$ cat src/rtl/cla_pkg.sv
// Shared constants and types for the carry-lookahead adder.
// gp_t carries one generate/propagate pair at either bit or group level.
package cla_pkg;
  localparam int CLA_WIDTH = 32;
  localparam int CLA_GROUP = 4;

  typedef struct packed {
    logic g;
    logic p;
  } gp_t;
endpackage

$ cat src/rtl/cla_gp4.sv
// 4-wide lookahead cell: carries into positions 1..3 plus group G/P.
// Used on bit pairs (level 1) and on group pairs (level 2) alike.
module cla_gp4
  import cla_pkg::*;
(
  input  gp_t  [CLA_GROUP-1:0] gp,
  input  logic                 ci,
  output logic [CLA_GROUP-1:1] c,
  output gp_t                  grp
);

  logic [CLA_GROUP-1:0] g;
  logic [CLA_GROUP-1:0] p;

  always_comb begin
    for (int i = 0; i < CLA_GROUP; i++) begin
      g[i] = gp[i].g;
      p[i] = gp[i].p;
    end
  end

  // Every carry is a flat sum of products; nothing ripples inside the cell.
  always_comb begin
    c[1]  = g[0] | (p[0] & ci);
    c[2]  = g[1] | (p[1] & g[0]) | (p[1] & p[0] & ci);
    c[3]  = g[2] | (p[2] & g[1]) | (p[2] & p[1] & g[0]) | (p[2] & p[1] & p[0] & ci);
    grp.g = g[3] | (p[3] & g[2]) | (p[3] & p[2] & g[1]) | (p[3] & p[2] & p[1] & g[0]);
    grp.p = &p;
  end

endmodule

$ cat src/rtl/cla_32.sv
// Registered 32-bit carry-lookahead adder: {c0, s} <= a + b + ci.
// Free-running, no enable or handshake: inputs captured every rising edge.
module cla_32
  import cla_pkg::*;
(
  input  logic                 clk,
  input  logic                 rst_n,
  input  logic [CLA_WIDTH-1:0] a,
  input  logic [CLA_WIDTH-1:0] b,
  input  logic                 ci,
  output logic [CLA_WIDTH-1:0] s,
  output logic                 c0
);

  localparam int NGRP = CLA_WIDTH / CLA_GROUP;

  gp_t  [CLA_WIDTH-1:0] bit_gp;
  gp_t  [NGRP-1:0]      grp_gp;
  gp_t  [1:0]           sup_gp;
  logic [NGRP-1:0]      grp_ci;   // carry into each 4-bit group
  logic [CLA_WIDTH-1:0] bit_c;    // carry into each bit
  logic                 c16;
  logic                 c32;
  logic [CLA_WIDTH-1:0] sum;

  always_comb begin
    for (int i = 0; i < CLA_WIDTH; i++) begin
      bit_gp[i].g = a[i] & b[i];
      bit_gp[i].p = a[i] ^ b[i];
    end
  end

  for (genvar j = 0; j < NGRP; j++) begin : g_l1
    cla_gp4 u_l1 (
      .gp  (bit_gp[4*j+3 -: 4]),
      .ci  (grp_ci[j]),
      .c   (bit_c[4*j+3 -: 3]),
      .grp (grp_gp[j])
    );
    assign bit_c[4*j] = grp_ci[j];
  end

  cla_gp4 u_l2_lo (
    .gp  (grp_gp[3:0]),
    .ci  (ci),
    .c   (grp_ci[3:1]),
    .grp (sup_gp[0])
  );

  cla_gp4 u_l2_hi (
    .gp  (grp_gp[7:4]),
    .ci  (c16),
    .c   (grp_ci[7:5]),
    .grp (sup_gp[1])
  );

  // Level 3: carries across the two 16-bit super-blocks.
  assign c16       = sup_gp[0].g | (sup_gp[0].p & ci);
  assign c32       = sup_gp[1].g | (sup_gp[1].p & c16);
  assign grp_ci[0] = ci;
  assign grp_ci[4] = c16;

  always_comb begin
    for (int i = 0; i < CLA_WIDTH; i++) begin
      sum[i] = bit_gp[i].p ^ bit_c[i];
    end
  end

  always_ff @(posedge clk or negedge rst_n) begin
    if (!rst_n) begin
      s  <= '0;
      c0 <= 1'b0;
    end else begin
      s  <= sum;
      c0 <= c32;
    end
  end

endmodule

$ cat config.mk
export PLATFORM = sky130hd
export DESIGN_NAME = cla_32
export DESIGN_NICKNAME = d
export VERILOG_FILES = /design/src/rtl/cla_pkg.sv /design/src/rtl/cla_gp4.sv /design/src/rtl/cla_32.sv
export SDC_FILE = /design/constraint.sdc
export NUM_CORES = 1
export LEC_CHECK = 0
export CELL_PAD_IN_SITES_DETAIL_PLACEMENT = 1
export CELL_PAD_IN_SITES_GLOBAL_PLACEMENT = 1
export CORE_UTILIZATION = 34
export CTS_CLUSTER_SIZE = 16
export DETAILED_ROUTE_END_ITERATION = 7
export GPL_ROUTABILITY_DRIVEN = 0
export PLACE_DENSITY = 0.91
export SYNTH_ARGS = -nofsm -noshare
export SYNTH_HDL_FRONTEND = slang
export SYNTH_SLANG_ARGS = --single-unit
$ cat constraint.sdc
create_clock -name clk -period 0.8 [get_ports clk]
set_input_delay 0.2 -clock clk [delete_from_list [all_inputs] [get_ports clk]]
set_output_delay 0.2 -clock clk [all_outputs]
set_load 0.005 [all_outputs]
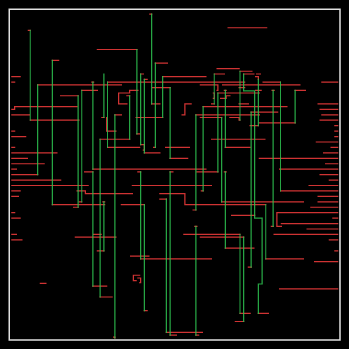
run_1/layers.png
Drawn at 4 px/micron. Two of the layers only.
| layer | colour | wire length |
|---|---|---|
| M3 | red | 894 microns |
| M4 | green | 989 microns |
per-cell routed wire length: 29.8 microns
All-Layer GR Usage: 29.9%
wirelength, routed: 13800 microns

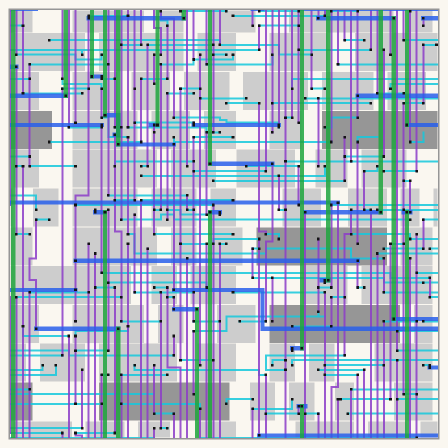
run_1/closeup.png
Region (26, 26) to (56, 56) microns. Cells in grey, sequential cells in the stronger grey; small squares are vias.
| layer | colour |
|---|---|
| M1 | cyan |
| M2 | purple |
| M4 | green |
| M3 | blue |
netlist names of flops here include: s (4)
most frequent: buf_2 (9), buf_4 (9)
sequential cells in the window: 4
cells with their middle in the window: 62

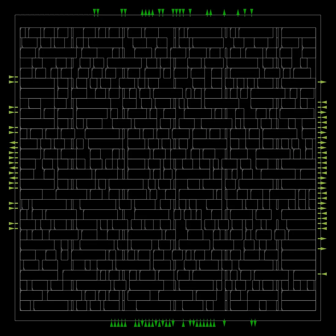
run_1/placed.png
number of standard cells in the final layout excluding fillers: 463
number of filler instances in the final layout: 581
share of the final layout cell area in sequential cells: 18.6%
Std-Cell Rows: 28
sequential cell count of the final layout: 33

==> flow_summary.ini, run 1 <==
; yosys + openroad results
[sta]
worst_slack_ps = -1430
rsz_0062_raised_after_global_routing = true
report.final.setup_viol = 65
report.final.hold_viol_count = 0
post-route-min-period_ps = 2230
worst-slew-pin-transition_ps = 540

[floorplan]
fp.dieW_microns = 82.3

[logic_synthesis]
yosys_area_sq_um = 2190
synth_nets = 299
topCellsByArea = sky130_fd_sc_hd__dfrtp_1 38%, sky130_fd_sc_hd__ha_1 18%, sky130_fd_sc_hd__fa_1 7.3%
ys_cells = 192
syn-cell-area_sq_um = 2190
ys_async_sr_fraction_pct = 100
prevailing_logic_family_in_the_synthesized_netlist = adder cells
synthXorXnorAreaFrac_pct = 8.79
yosys.area.top_type = sky130_fd_sc_hd__dfrtp_1

[clock_network]
numCtsBuffers = 5
ctsLongestPathBuffers = 2
cts_resized = 311
cts_tree = yes
post-cts-setup-buffers = 19

[global_route]
global_route_wire_length_before_repair_microns = 14200
grt_max_degree = 34
grt_pass1_vias = 2740

[critical_path]
critical_path.max_stage_delay_ps = 330
worstPathMaxFanout = 4
critical_path_arrival_ps = 2430
worstSetupEndpoint = s[31]
path_cells = clkbuf_2 -> ha_4 -> nand4_1 -> o22ai_2 -> nor2_2 -> buf_4 -> a21oi_4 -> o21ai_4 -> buf_4 -> buf_6 -> o21a_1 -> o211ai_1
critical_path.slowest_cell = sky130_fd_sc_hd__ha_4

[status]
violations = setup timing
outcome = finished with violations

[detailed_routing]
vias = 2663
postRouteAntennaNets = 0

[final_layout]
design.final.nets = 494
antenna-diode-count = 0

[min_path]
holdCritPathClass = input pin to flip-flop
min-delay-start = b[20]
-- run 1: layer usage --
metal	track usage, %	share of wire (%)
met1	26.5	33
met2	61.9	53
met3	5.82	6.5
met4	15.3	7.2
met5	0	0.28
-- run 1: metrics by stage --
stage	power (mW)	hold WS, ps	cells	setup TNS (ps)	utilization (%)
detailed placement	5.01	177	421	-60950	64.4
finish	7.15	229	463	-41380	73.1
floorplan	3.17	-95.6	192	-29470	-
global placement	4.78	175	421	-57220	64.4
CTS	6.18	276	443	-36910	68.1
global route	7.39	209	463	-42880	73.1
-- run 1: Yosys cell counts, drive strengths merged, types with 2 or more instances --
master,instances
nand2b,2
a21oi,11
xnor2,10
or3,2
a221oi,2
and3,3
ha,32
xor2,12
o21bai,4
o211ai,2
nand2,4
o21ai,6
fa,8
nor2,7
a211oi,2
a31oi,5
and4,2
o21a,3
inv,10
nand3,3
nor3,2
nor2b,4
dfrtp,33
a21o,13
-- run 1: flip-flops by register name, indices dropped and copies added, names as in the netlist --
signal,flops
c0,1
s,32
-- run 1: power breakdown --
group | internal (mW) | leakage, nW | switching (mW)
sequential | 2.02 | 0.384 | 0.195
combinational | 1.82 | 1.65 | 1.78
clock | 0.605 | 0.0450 | 0.728
total | 4.45 | 2.08 | 2.71
-- run 1: final cells by class --
| cell class | count | area [sq um] | area share, % |
|---|---|---|---|
| clock buffers | 6 | 72.6 | 1.64 |
| clock inverters | 2 | 10.0 | 0.226 |
| inverters | 10 | 45.0 | 1.02 |
| multi-input cells | 149 | 1910 | 43.1 |
| flip-flops and latches | 33 | 826 | 18.6 |
| well taps | 75 | 93.8 | 2.12 |
| repair buffers | 188 | 1470 | 33.2 |
==> run 1 -> run 2 <==
--- a/config.mk
+++ b/config.mk
@@ -12,6 +12,7 @@
 export DETAILED_ROUTE_END_ITERATION = 7
 export GPL_ROUTABILITY_DRIVEN = 0
 export PLACE_DENSITY = 0.91
+export SLEW_MARGIN = 20
 export SYNTH_ARGS = -nofsm -noshare
 export SYNTH_HDL_FRONTEND = slang
 export SYNTH_SLANG_ARGS = --single-unit
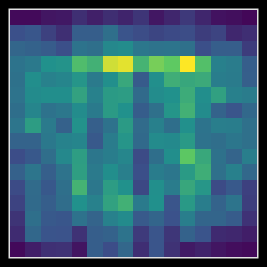
run_2/route_heat.png
Drawn at 3 px/micron. 16 x 16 tiles, from dark purple (low) to yellow (high), scaled to the fullest tile. Values are wire area over tile area, all layers added.
mean over tiles: 0.35
tiles over half the peak: 17%
nearly empty tiles: 0.40%
via count: 2663

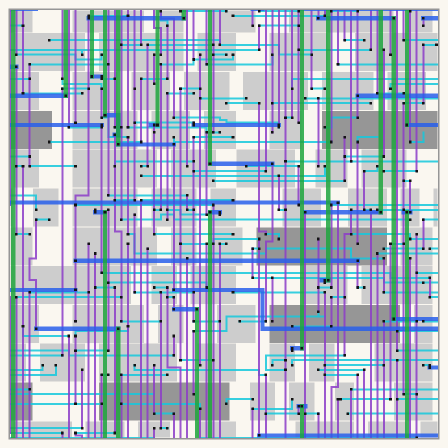
run_2/closeup.png
Region (26, 26) to (56, 56) microns. Cells in grey, sequential cells in the stronger grey; small squares are vias.
| layer | colour |
|---|---|
| M3 | blue |
| M2 | purple |
| M4 | green |
| M1 | cyan |
netlist names of flops here include: s (4)
sequential cells in the window: 4
most frequent: buf_2 (9), buf_4 (9)
cells with their middle in the window: 62

==> run 2 against run 1 <==
The run still ends with setup timing left. Power unchanged. Count of clock-buffer cells in the layout unchanged. Largest cell class unchanged. Final cell count is the same. Critical path type unchanged.
==> flow_summary.ini, run 2 <==
; yosys + openroad results
[critical_path]
path_cells = clkbuf_2 -> ha_4 -> nand4_1 -> o22ai_2 -> nor2_2 -> buf_4 -> a21oi_4 -> o21ai_4 -> buf_4 -> buf_6 -> o21a_1 -> o211ai_1
critical_path.max_stage_delay_ps = 330
crit_required_ps = 1000
critical_path_arrival_ps = 2430
worstPathMaxFanout = 4

[logic_synthesis]
prevailing_logic_family_in_the_synthesized_netlist = adder cells
syn-cell-area_sq_um = 2190
synthXorXnorAreaFrac_pct = 8.79
yosys-top-cells-count = 33 x sky130_fd_sc_hd__dfrtp_1, 32 x sky130_fd_sc_hd__ha_1, 13 x sky130_fd_sc_hd__a21o_1
synth.most_common_cell = sky130_fd_sc_hd__dfrtp_1
ys_cells = 192
synth_nets = 299
yosys_area_sq_um = 2190
ys_async_sr_fraction_pct = 100

[sta]
report.final.hold_viol_count = 0
worst_slack_ps = -1430
report.final.setup_viol = 65
finalSetupTns_ps = -41380
rsz_0062_raised_after_global_routing = true
post-route-min-period_ps = 2230
slew_violations = 0

[status]
violations = setup timing
outcome = finished with violations

[final_layout]
max_flop_register = s
finish.cell_count_without_fillers = 463
largest_reg_flops = 32
design.final.nets = 494
largest_registers = s: 32 flops, c0: 1 flops
antenna-diode-count = 0
syn_to_final_growth_pct = 102

[pwr]
cellPowerDensity_nw_per_um2 = 1610
fin_total_pwr_mw = 7.15

[clock_network]
cts_tree = yes
ctsLongestPathBuffers = 2
numCtsBuffers = 5

[global_route]
grt.total_usage_pct = 29.9
global_route_wire_length_before_repair_microns = 14200
grt_antenna_before_repair = 0
grt_pass1_vias = 2740
grt_max_degree = 34

[detailed_routing]
routed_wirelength_microns = 13800
drt-wirelength-per-cell_microns = 29.8
postRouteAntennaNets = 0

[floorplan]
num_rows = 28
floorplan.die.height_microns = 82.3
fp.dieW_microns = 82.3

[placed_design]
place_inst = 421

[min_path]
min-delay-start = b[20]
==> run 2: cell counts after synthesis <==
Identical to the previous run, type by type.
==> run 2: area by class of cell <==
type	count	area, sq um
multi-input combinational	149	1910
fill	581	1630
timing repair buffer	188	1470
sequential	33	826
tap	75	93.8
clock buffer	6	72.6
inverter	10	45.0
clock inverter	2	10.0
==> run 2: how the worst max path moves through the flow <==
stage,start,endpoint,cells past startpoint
2_1_floorplan,a[21],s[29],10
4_1_cts,b[7],s[29],12
3_3_place_gp,a[20],s[29],11
6_report,a[12],s[31],12
3_5_place_dp,a[7],s[22],11
5_1_grt,a[12],s[31],12
==> run 2: layer usage <==
metal	vias up	share of wire, %	global-route usage, %
li1	1084	-	-
met1	1319	33	26.5
met2	173	53	61.9
met3	85	6.5	5.82
met4	2	7.2	15.3
met5	-	0.28	0
==> run 2: report_power, final <==
| part | internal [mW] | switching, mW | leakage, nW |
|---|---|---|---|
| registers | 2.02 | 0.195 | 0.384 |
| logic | 1.82 | 1.78 | 1.65 |
| clock network | 0.605 | 0.728 | 0.0450 |
| total | 4.45 | 2.71 | 2.08 |
==> run 2: per-stage QoR <==
stage / util [%] / area, sq um / hold slack (ps)
after floorplan: - / 2400 / -95.6
after global placement: 64.4 / 3910 / 175
after detailed placement: 64.4 / 3910 / 177
after CTS: 68.1 / 4130 / 276
after global routing: 73.1 / 4430 / 209
final: 73.1 / 4430 / 229
==> run 2: worst max-delay path: cells and delay by family <==
kind	cells	cell delay, ps
AND-OR/OR-AND	5	970
AND/OR/NAND/NOR	2	320
buffers and inverters	4	590
adder cells (fa/ha/maj)	1	330
==> run 2: repair_timing <==
action | CTS | global route
gates resized | 311 | 78
hold buffers | 1 | 0
buffers inserted | 19 | 25
hold endpoints to repair | 33 | 0
pin swaps | 71 | 60
setup endpoints to repair | 66 | 65
run_2/layers.png
Drawn at 4 px/micron. Two of the layers only.
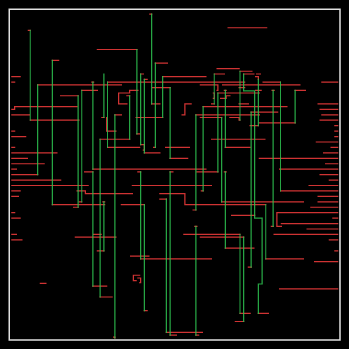

==> run 2 -> run 3 <==
--- a/config.mk
+++ b/config.mk
@@ -12,6 +12,7 @@
 export DETAILED_ROUTE_END_ITERATION = 7
 export GPL_ROUTABILITY_DRIVEN = 0
 export PLACE_DENSITY = 0.91
+export SKIP_CTS_REPAIR_TIMING = 1
 export SLEW_MARGIN = 20
 export SYNTH_ARGS = -nofsm -noshare
 export SYNTH_HDL_FRONTEND = slang
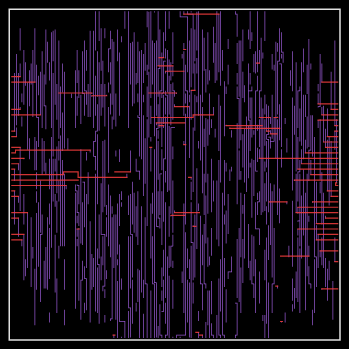
run_3/layers.png
Drawn at 4 px/micron. Two of the layers only.
| layer | colour | wire length |
|---|---|---|
| M2 | purple | 5610 microns |
| M3 | red | 407 microns |
wirelength, routed: 9700 microns
via count: 2288
All-Layer GR Usage: 23.8%
per-cell routed wire length: 22.0 microns

==> run 3 against run 2 <==
The run still ends with setup timing left. Critical path depth shrank 1. Global-route usage decreased by 6.1 points. Final area down 4.6%. Combinational power fell by 19%. Die area did not move. Count of clock-buffer cells in the layout stayed put. Synthesized cell count unchanged. Maximum frequency decreased by 0.30%. Largest cell class unchanged. Highest routed layer is now met4.
==> flow_summary.ini, run 3 <==
; yosys + openroad results
[status]
outcome = finished with violations
violations = setup timing

[critical_path]
worstPathMaxFanout = 3
crit_required_ps = 960
critical_path_arrival_ps = 2400

[final_layout]
max_flop_register = s
finish.cell_count_without_fillers = 440
syn_to_final_growth_pct = 92.7
layout.cell_area.non_filler_sq_um = 4220
final_core_utilization_pct = 69.7

[pwr]
cellPowerDensity_nw_per_um2 = 1500
netSwitchingPower_mw = 2.14
fin_total_pwr_mw = 6.33
sequentialPower_mw = 2.16
pwr-share-clk_pct = 20.0
clockNetworkPower_mw = 1.26
leading_power_group = combinational cells
internal-power_mw = 4.19
power_frac_seq_pct = 34.1

[sta]
post-route-min-period_ps = 2240
report.final.setup_viol = 65
slew_violations = 0
finalSetupTns_ps = -39080
worst_slack_ps = -1440
report.final.hold_viol_count = 0

[logic_synthesis]
syn-cell-area_sq_um = 2190
synth.most_common_cell = sky130_fd_sc_hd__dfrtp_1
yosys-top-cells-count = 33 x sky130_fd_sc_hd__dfrtp_1, 32 x sky130_fd_sc_hd__ha_1, 13 x sky130_fd_sc_hd__a21o_1
yosys.area.top_type = sky130_fd_sc_hd__dfrtp_1
yosys_area_sq_um = 2190
ys_cells = 192
synth_nets = 299

[placed_design]
place_inst = 421

[global_route]
met3_capacity_usage_during_global_routing_pct = 2.97
grt_pass1_vias = 2586
grt_antenna_before_repair = 0
grt_util_met2_pct = 49.5
gr-max-usage-layer = met2
grt_max_degree = 34
gr-usage-met1_pct = 22.8

[detailed_routing]
detailroute.wirelength.met3_microns = 406
highest-signal-layer = met4
postRouteAntennaNets = 0

[floorplan]
floorplan.die.height_microns = 82.3
fp.dieW_microns = 82.3

[clock_network]
ctsLongestPathBuffers = 2

[min_path]
holdCritPathClass = input pin to flip-flop
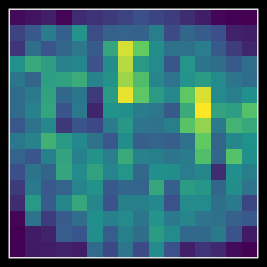
run_3/route_heat.png
Drawn at 3 px/micron. 16 x 16 tiles, from dark purple (low) to yellow (high), scaled to the fullest tile. Values are wire area over tile area, all layers added.
nearly empty tiles: 3.1%
mean over tiles: 0.22
densest ninth of the die: middle right
fullest tile: 0.59
tiles over half the peak: 22%

## run 3: cell count changes in the layout (fill, tap and decap cells not counted), moves of 6 or more
cell / delta
sky130_fd_sc_hd__clkbuf_2: +24
sky130_fd_sc_hd__buf_4: -11
sky130_fd_sc_hd__dlymetal6s2s_1: +30
sky130_fd_sc_hd__buf_6: -17
sky130_fd_sc_hd__buf_2: -41
sky130_fd_sc_hd__dlygate4sd2_1: -6
## run 3: path summary, 6_finish.rpt
path	start	end	slack (ps)	cells after the start
setup / recovery	b[21]	s[29]	-1440	11
hold / removal	b[20]	s[20]	230	2
max in group asynchronous	rst_n	s[16]	190	3
min in group asynchronous	rst_n	s[12]	410	3
## run 3: area by class of cell
class	instances	area, sq um
Inverter	10	47.5
Clock inverter	2	10.0
Sequential cell	33	826
Tap cell	75	93.8
Clock buffer	6	72.6
Multi-Input combinational cell	149	1760
Timing Repair Buffer	165	1410
Fill cell	609	1840
## run 3: kinds of logic after synthesis
group                      count (synthesis)  synth area share, %
xor gates and xnor gates                  22                 8.79
AOI/OAI and AO/OA                         54                 17.8
DFF                                       33                 37.7
adders and majority gates                 40                 25.6
buffers and inverters                     10                 1.71
and+or+nand+nor                           33                 8.51
## run 3: worst max-delay path, stage by stage
cell	delay (ps)
sky130_fd_sc_hd__buf_6	100
sky130_fd_sc_hd__ha_4	240
sky130_fd_sc_hd__a21o_1	190
sky130_fd_sc_hd__a221o_1	310
sky130_fd_sc_hd__a31o_1	200
sky130_fd_sc_hd__a21oi_2	180
sky130_fd_sc_hd__nand2_1	140
sky130_fd_sc_hd__o21ai_2	210
sky130_fd_sc_hd__nand2b_1	110
sky130_fd_sc_hd__fa_2	350
sky130_fd_sc_hd__xor2_1	170
Power figures rest on the tool's default switching activity, not on a simulated workload.
